layer_met2.png
Scale bar: 20 um.
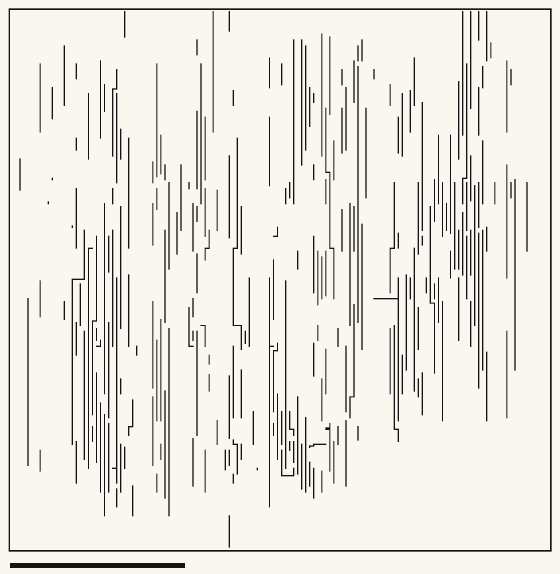
placement.png
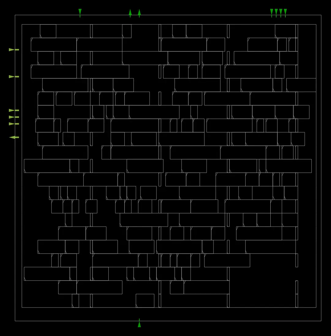
layer_met3.png
Scale bar: 20 um.
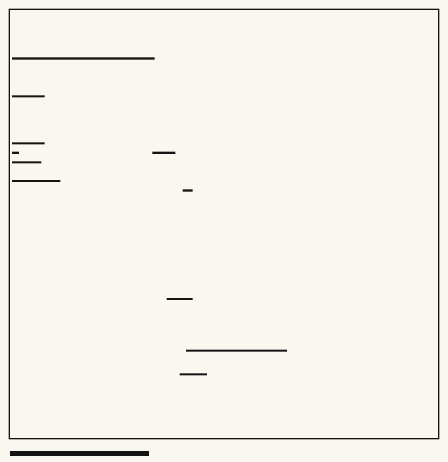
placement_by_type.png
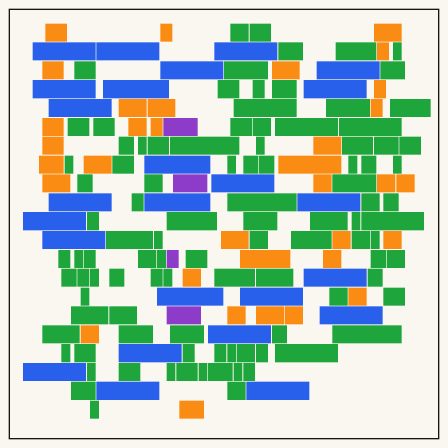
Design ddr_align_monitor_flat, sky130hd; sources not shown.
==> results_dict.tcl <==
# flow metrics
set metrics [dict create \
    power_density_mw_per_mm2 569.4 \
    power_switching_mw 0.2715 \
    antenna_found_initial 0 \
    grt_usage_pct 17.46 \
    fillerInstances 287 \
    yosys.area.top_type_share_pct 38.56 \
    relSlewSlack_pct 34.78 \
    swShare_pct 23.70 \
    syn_to_final_growth_pct 40.93 \
    rr_worst_depth 6 \
    post-route-util_pct 59.36 \
    die_x_um 61.74 \
    yosys.stat.seqShare_pct 44.08 \
    drc 0 \
    drv_slew 0 \
    timing.critical_path.mode_cell "ha_4" \
    mostFrequentLayoutCells "dfrtp_1, buf_4, nor2_1" \
    comb_power_share_pct 10.4 \
    numCtsBuffers 3 \
    place.port_buffers 13 \
    dieArea_mm2 0.003812 \
    pwr-share-clk_pct 33.2 \
    critPathMaxStageDelay_ps 270 \
    synth_stat.cells 130 \
    ys_warn_count 6 \
    path_cells "buf_2, nor3_2, ha_4, ha_4, or2_4, a2111oi_4, a2bb2oi_1" \
    hold_viol_final 0 \
    warning_count 28 \
    hold_class "in2reg" \
    clk_pin_slew_ps 90 \
    synth_area_mm2 0.001428 \
    place.gp.congestion 0.7416 \
    async_flop_share_pct 100.0 \
    cap_viol_max_count 0 \
    clock.latency.late_pin_ps 270 \
    rsz0062_at_grt "yes" \
    overflow 0 \
    violations "negative setup slack" \
    yosys_area_mm2 0.001428 \
    diodes 0 \
    ios 14 \
    firstDrtPassIters 4 \
    hold_depth 1 \
    grt_max_degree 26 \
    ir_worst_vdd_mv 0.2910 \
    min_period_ps 1651 \
    startpoint_type "primary input" \
    grt_pass1_vias 1040 \
    synth-edff-count 0 \
    cts.sinks 25 \
    wire_per_inst_um 14.70 \
    chipHeight_um 61.74 \
    flop_cell "dfrtp_1" \
    grt_pass1_wl_mm 4.740 \
    critical_path_arrival_ps 1700 \
    drive_gt1_share_pct 45.12 \
    synth_cell_types 43 \
    fp-utilization_pct 42.12 \
    htreeDepth 1 \
    worst_pin_slew_ps 977.3 \
    drt_iter0_drc 23 \
    regToRegSetupSlack_ps -50 \
    max_freq_mhz 605.9 \
    worst-path-max-fanout 2 \
    via_per_inst 5.295 \
    syn_area_per_cell_um2 10.98 \
    worstSetupPathType "in2reg" \
    hold_ws_ps 159.7 \
    p_seq_share_pct 56.4 \
    cts_tree "built" \
    worst_slack_ps -50.51 \
    critPathCaptureType "flip-flop" \
    finalCritPeriodShare_pct 103.2 \
    synthCells 130 \
    dp_hpwl_mm 1.886 \
    slowest_stage "nor3_2" \
    p_int_mw 0.8741 \
    topCellsByArea "dfrtp_1, ha_1, dfstp_2, xnor2_1, a2111oi_2" \
    clock_path_buffers 2 \
    antenna_left 0 \
    synth.largest_area_cell "dfrtp_1" \
    power_leakage_nw 0.8533 \
    root_buffer "clkbuf_8" \
    layout_top_cell "dfrtp_1" \
    numSynthFlops 25 \
    required_ps 1650 \
    status "finished, violations left" \
    finalSetupViolations 8 \
    nets 183 \
]
## Picture notes: layer_met2.png
longest straight run: 29.2 um
main direction: vertical
total number of vias: 1,112
total wire length: 3.088 mm
met2 usage: 30.72%

## Picture notes: placement.png
FP Rows: 21
Non-Filler Instances: 210
tap cells: 46

## Picture notes: layer_met3.png
nets with wire on the layer: 9
longest straight run: 20.2 um
main direction: horizontal
share of all routed wire: 2.1%
met3 usage: 1.863%

## Picture notes: placement_by_type.png
| color | class | cells |
|---|---|---|
| green | combinational and other logic | 101 |
| orange | remaining buffers and delay cells | 34 |
| purple | clock drivers and dummy loads | 4 |
| blue | sequential cells | 25 |
core area: 0.003390 mm^2
fin area: 0.002012 mm^2
fraction of area in registers: 31.34%

-- layer usage --
metal	part of all wire (%)	wire, um	global-route usage (%)
met1	44	1351	22.47
met2	53	1642	30.72
met3	2.1	65	1.863
met5	0	0	0
met4	0.94	29	5.714
-- power by group through the flow --
stage / clock network, mW / logic, mW / registers (mW)
after floorplan: 0 / 0.0477 / 0.657
after global placement: 0 / 0.0876 / 0.658
after detailed placement: 0 / 0.0895 / 0.658
after CTS: 0.395 / 0.114 / 0.646
after global routing: 0.424 / 0.129 / 0.647
final: 0.380 / 0.119 / 0.646
-- through the flow --
step	std cells	total power [mW]	setup WS [ps]	cell area (um^2)	setup TNS (ps)
after floorplan	126	0.7042	-187.8	1389	-2969
after global placement	185	0.7454	-897.7	1577	-20070
after detailed placement	185	0.7478	-930.5	1577	-21140
after CTS	204	1.154	-77.04	1866	-418.4
after global routing	210	1.201	-149.7	2012	-1097
final	210	1.146	-50.51	2012	-257.9
-- cell usage after synthesis, types with 2 or more instances --
cell type / count
a2111oi_2: 4
a21o_1: 3
a21oi_1: 7
a22o_2: 5
and2b_1: 2
buf_6: 3
dfrtp_1: 22
dfstp_2: 3
ha_1: 7
inv_1: 2
nand2_1: 8
nand2b_1: 5
nand3b_1: 2
nand4_1: 2
nor2_1: 14
nor3_1: 2
nor3_4: 2
o21ai_0: 4
or2_2: 2
xnor2_1: 8
-- layout make-up --
cell class | instances | area [um^2] | area share (%)
Sequential cell | 25 | 630.6 | 31.34
Inverter | 2 | 7.507 | 0.3731
Tap cell | 46 | 57.56 | 2.861
Clock inverter | 1 | 5.005 | 0.2488
Multi-Input combinational cell | 99 | 953.4 | 47.39
Timing Repair Buffer | 34 | 316.6 | 15.73
Clock buffer | 3 | 41.29 | 2.052
-- cells by family after synthesis --
| logic type | Yosys count | synth area share [%] |
|---|---|---|
| AND-OR/OR-AND | 31 | 17.53 |
| AND/OR/NAND/NOR | 52 | 23.31 |
| adder cells (fa/ha/maj) | 7 | 6.135 |
| multiplexers | 1 | 0.7887 |
| XOR/XNOR | 8 | 4.908 |
| buffers and inverters | 6 | 3.242 |
| flip-flops | 25 | 44.08 |
-- critical path: cells and delay by family --
kind	cells	cell delay (ps)
buffers and inverters	1	120
and+or+nand+nor	2	500
AOI/OAI and AO/OA	2	360
adders and majority gates	2	400
-- repair_timing --
| action | in CTS | in global routing |
|---|---|---|
| gates cloned | 2 | 0 |
| setup endpoints to repair | 24 | 21 |
| resized | 63 | 21 |
| setup buffers | 13 | 6 |
| pin swaps | 28 | 16 |
| hold buffers | 0 | 0 |
No activity file was given, so power comes from the tool's default toggle rates.
